--- config.mk ---
export PLATFORM = sky130hd
export DESIGN_NAME = srl_arb
export DESIGN_NICKNAME = d
export VERILOG_FILES = /design/src/rtl/srl_arb.sv
export SDC_FILE = /design/constraint.sdc
export NUM_CORES = 1
export LEC_CHECK = 0
export CORE_UTILIZATION = 35
export DETAILED_ROUTE_END_ITERATION = 10
export DONT_BUFFER_PORTS = 1
export HOLD_SLACK_MARGIN = 0.03
export SYNTH_ARGS = -nofsm -noshare
export SYNTH_HDL_FRONTEND = slang
export SYNTH_SLANG_ARGS = --single-unit
--- constraint.sdc ---
create_clock -name clk -period 2.7 [get_ports clk]
set_input_delay 0.54 -clock clk [delete_from_list [all_inputs] [get_ports clk]]
set_output_delay 0.54 -clock clk [all_outputs]
set_load 0.005 [all_outputs]
--- src/rtl/srl_arb.sv ---
// srl_arb: two requesters share one 32-bit logical right shifter.
// A granted request is registered and held until the consumer takes it;
// at most one operation is outstanding at any time.
module srl_arb #(
    parameter int unsigned RR_EN = 1
) (
    input  logic        clk,
    input  logic        rst_n,
    input  logic        req0_valid,
    output logic        req0_ready,
    input  logic [31:0] req0_a,
    input  logic [31:0] req0_b,
    input  logic        req1_valid,
    output logic        req1_ready,
    input  logic [31:0] req1_a,
    input  logic [31:0] req1_b,
    output logic        rsp_valid,
    input  logic        rsp_ready,
    output logic [31:0] rsp_res,
    output logic        rsp_id
);

    typedef enum logic {
        IDLE = 1'b0,
        HOLD = 1'b1
    } state_t;

    state_t      state;
    state_t      state_next;
    logic        ptr;
    logic        gnt_any;
    logic        gnt_id;
    logic        accept;
    logic [31:0] shift_a;
    logic [4:0]  shift_amt;
    logic [31:0] shift_res;

    // Only the low five bits of each shift amount matter.
    logic        unused_b_hi;
    assign unused_b_hi = ^{req0_b[31:5], req1_b[31:5]};

    assign rsp_valid = (state == HOLD);

    // Pick the requester: a lone requester always wins; on contention the
    // pointer decides in round-robin mode, port 0 otherwise.
    always_comb begin
        gnt_any = req0_valid | req1_valid;
        gnt_id  = 1'b0;
        if (req0_valid && req1_valid) begin
            gnt_id = (RR_EN != 0) ? ptr : 1'b0;
        end else begin
            gnt_id = req1_valid;
        end
    end

    // Shared shifter, fed by the granted requester's operands.
    always_comb begin
        shift_a   = gnt_id ? req1_a : req0_a;
        shift_amt = gnt_id ? req1_b[4:0] : req0_b[4:0];
        shift_res = shift_a >> shift_amt;
    end

    // Next state and handshake outputs; readys are forced low during reset.
    always_comb begin
        state_next = state;
        req0_ready = 1'b0;
        req1_ready = 1'b0;
        accept     = 1'b0;
        case (state)
            IDLE: begin
                if (gnt_any) begin
                    accept     = 1'b1;
                    state_next = HOLD;
                    req0_ready = rst_n & ~gnt_id;
                    req1_ready = rst_n & gnt_id;
                end
            end
            HOLD: begin
                if (rsp_ready) begin
                    state_next = IDLE;
                end
            end
            default: state_next = IDLE;
        endcase
    end

    // State register.
    always_ff @(posedge clk or negedge rst_n) begin
        if (!rst_n) begin
            state <= IDLE;
        end else begin
            state <= state_next;
        end
    end

    // Capture the result and its owner on acceptance; held through HOLD.
    always_ff @(posedge clk or negedge rst_n) begin
        if (!rst_n) begin
            rsp_res <= '0;
            rsp_id  <= 1'b0;
        end else if (accept) begin
            rsp_res <= shift_res;
            rsp_id  <= gnt_id;
        end
    end

    // Round-robin pointer: after a grant, the other port gets priority.
    always_ff @(posedge clk or negedge rst_n) begin
        if (!rst_n) begin
            ptr <= 1'b0;
        end else if (accept && (RR_EN != 0)) begin
            ptr <= ~gnt_id;
        end
    end

endmodule

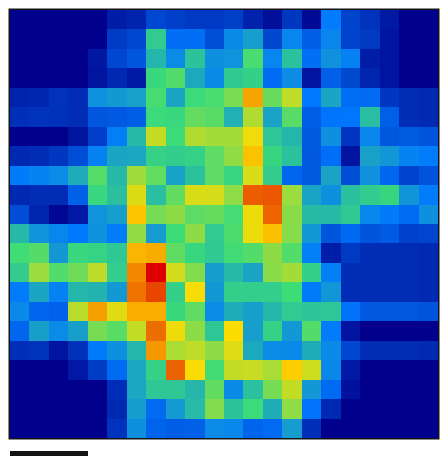
(run_1/route_heat.png)
The bar under the picture is 20 um long. The die is cut into 22 by 22 equal tiles; dark blue is low, red is high, scaled to the fullest tile. Values are wire area over tile area, all layers added.
- densest ninth of the die: center
- mean over tiles: 0.20
- nearly empty tiles: 15%
- fullest tile: 0.66
- tiles over half the peak: 22%

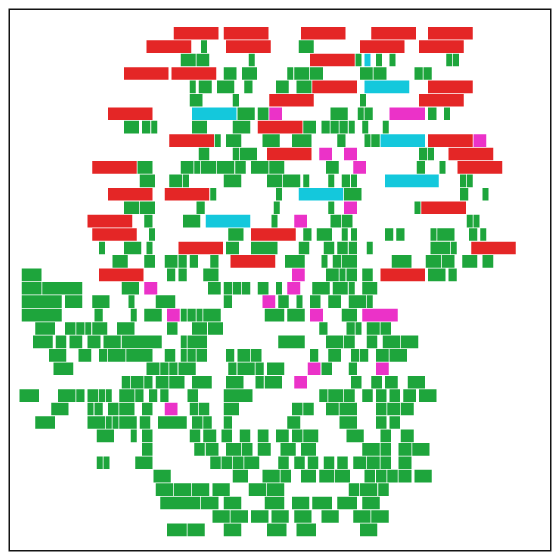
(run_1/class_map.png)
- cyan: clock drivers and dummy loads (cells 7; share of their area 3.9%)
- red: registers (cells 35; share of their area 22%)
- magenta: remaining buffers and delay cells (cells 19; share of their area 4.1%)
- green: remaining logic cells (cells 390; share of their area 70%)

==> results.json, run 1 <==
{
  "xor_area_frac": 0,
  "seq_share": 0.207,
  "hold_class": "input pin to asynchronous set/reset pin",
  "wl_met1_um": 5980,
  "maxSlewHeadroom": 0.333,
  "synth_cell_type_count": 67,
  "required_ps": 2160,
  "htreeDepth": 2,
  "top_cell_area_share": 0.217,
  "timing.final.crit_period_ps": 2500,
  "synthAdderAreaFrac": 0,
  "r2r-start": "ptr",
  "regMostFlops": "rsp_res",
  "cts_setup_buffers": 0,
  "dieWidth_um": 109,
  "finalClockPeriodUsage": 0.928,
  "status": "finished clean",
  "fill_cells": 1139,
  "ys_seq_share": 0.217,
  "gp_congestion": 0.918,
  "combGateArea_um2": 2840,
  "fp_util": 0.366,
  "ys_ff": 35,
  "powerDensity_nw_per_um2": 662,
  "slew_viol_final": 0,
  "grt_pass1_wl_um": 21600,
  "reg2reg_depth": 5,
  "holdWs_ps": 95.2,
  "syn2layout_area_growth_pct": 4.96,
  "worst-path-max-fanout": 19
}
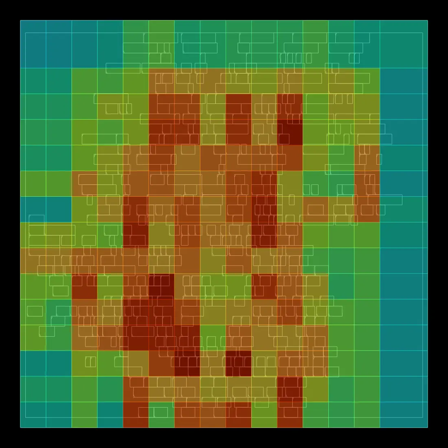
(run_1/congestion_map.png)
met3 Track Usage GR: 0.0593
WL/cell: 24.2 um
Global Route Usage Sum: 0.239

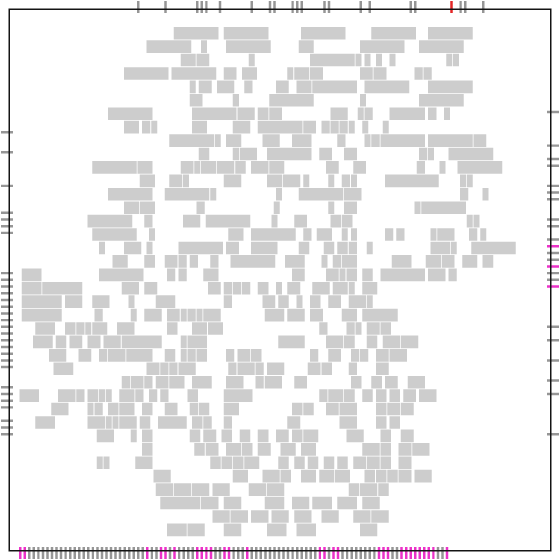
(run_1/pinout.png)
Pins as bars across the die edge, other pins in gray.
- red: `clk` (pins 1; direction input; edge north)
- magenta: `req1_b` (pins 32; direction input; edge 29 south, 3 east)
- all pins by edge: 95 south, 29 west, 23 east, 22 north

[run 1: critical path: stages (launching register included)]
cell and delay (ps):
dfrtp_1 360, and2b_4 270, nor2_1 770, and3_1 290
[run 1: placed cells by master (no fill, tap or decap), types with 3 or more instances in the layout]
cell       count
clkbuf_16      5
inv_2          3
buf_4         17
o21ai_0       21
dfrtp_1       35
o21ai_1        4
a32oi_1        5
a22oi_1        4
and3_1         4
nor2b_1        4
and2_1         3
nand2_1       48
inv_1          4
mux2i_1       62
o211ai_1      27
a22o_1         4
mux2_2        16
a211oi_1       7
nor2_1        14
a221oi_1       4
o221ai_1       8
a211o_1       10
mux4_2         5
nor3_1         5
a21oi_1        9
nor4_1         3
nand3_1       22
a221o_1        3
nand4_1       47
==> run_1/layers.png <==
The bar under the picture is 20 um long.
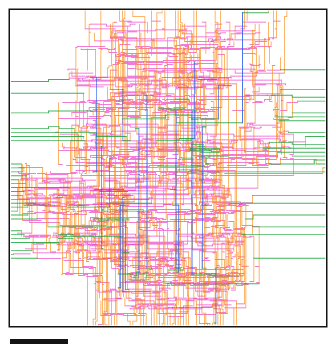

==> inputs of run 2 (changes only) <==
--- a/config.mk
+++ b/config.mk
@@ -5,7 +5,10 @@
 export SDC_FILE = /design/constraint.sdc
 export NUM_CORES = 1
 export LEC_CHECK = 0
+export ABC_AREA = 1
 export CORE_UTILIZATION = 35
+export CTS_CLUSTER_DIAMETER = 150
+export CTS_CLUSTER_SIZE = 20
 export DETAILED_ROUTE_END_ITERATION = 10
 export DONT_BUFFER_PORTS = 1
 export HOLD_SLACK_MARGIN = 0.03
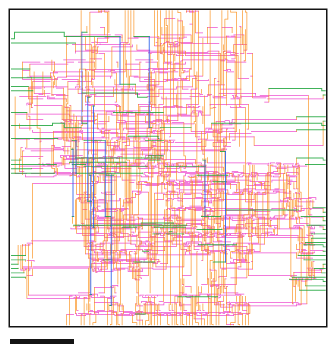
(run_2/layers.png)
The bar under the picture is 20 um long.
- blue: M4 (wire length 328 um)
- orange: M2 (wire length 5330 um)
- magenta: M1 (wire length 4640 um)
- green: M3 (wire length 744 um)
WL/cell: 17.0 um
final wirelength: 11000 um
Global Route Usage Sum: 0.228
vias: 3752

==> results.json, run 2 <==
{
  "grt_pass1_wl_um": 17700,
  "regMostFlops": "rsp_res",
  "synthAdderAreaFrac": 0,
  "ys_chip_area_um2": 3300,
  "fill_cells": 1010,
  "combGateArea_um2": 2150,
  "ys_seq_share": 0.265,
  "fp_util": 0.359,
  "mostFrequentLayoutCells": "nand3_1 (242), nand2_1 (195), dfrtp_1 (35)",
  "antenna_cells": 0,
  "finalClockPeriodUsage": 0.895,
  "powerDensity_nw_per_um2": 759,
  "yosysWarnings": 0,
  "wl_met1_um": 4640,
  "portBuffers": 0,
  "timing.final.crit_period_ps": 2420,
  "syn2layout_area_growth_pct": 3.64,
  "reg2reg_depth": 12,
  "synth_cells": 560,
  "hold_class": "input pin to asynchronous set/reset pin",
  "warnings": 80,
  "slew_viol_final": 0,
  "gp_congestion": 0.883,
  "ys_ff": 35,
  "status": "finished clean",
  "r2r-start": "ptr",
  "top_cell_area_share": 0.367,
  "drtIter0Drc": 361,
  "maxSlewHeadroom": 0.335,
  "use_met3": 0.0450,
  "dieWidth_um": 99.1,
  "holdWs_ps": 78.1,
  "synth_cell_type_count": 25,
  "maxPowerGroup": "combinational logic",
  "worst-path-max-fanout": 34,
  "required_ps": 2870,
  "final_common_cell": "nand3_1",
  "cts_setup_buffers": 0,
  "htreeDepth": 2
}
## run 2: repair_timing
item	in CTS	in global routing
hold buffers	1	0
resized	0	0
endpoints found under the hold margin	35	0
## run 2: area by class of cell
| cell class | count | share of cell area |
|---|---|---|
| sequential | 35 | 0.256 |
| inverter | 15 | 0.0165 |
| timing repair buffer | 11 | 0.0278 |
| clock buffer | 7 | 0.0282 |
| clock inverter | 1 | 0.00219 |
| tap | 111 | 0.0406 |
| multi-input combinational | 470 | 0.629 |
## run 2: worst max-delay path, cell delays in order, from the launching register on
cell     delay [ps]
dfrtp_1         370
inv_1            80
nand2_2          80
nand2_4         270
inv_2           170
nand2_1         110
nand2_2          60
inv_2           420
nand3_1         210
nand3_1         160
nand3_1         110
nand3_1         170
nand3_1          90
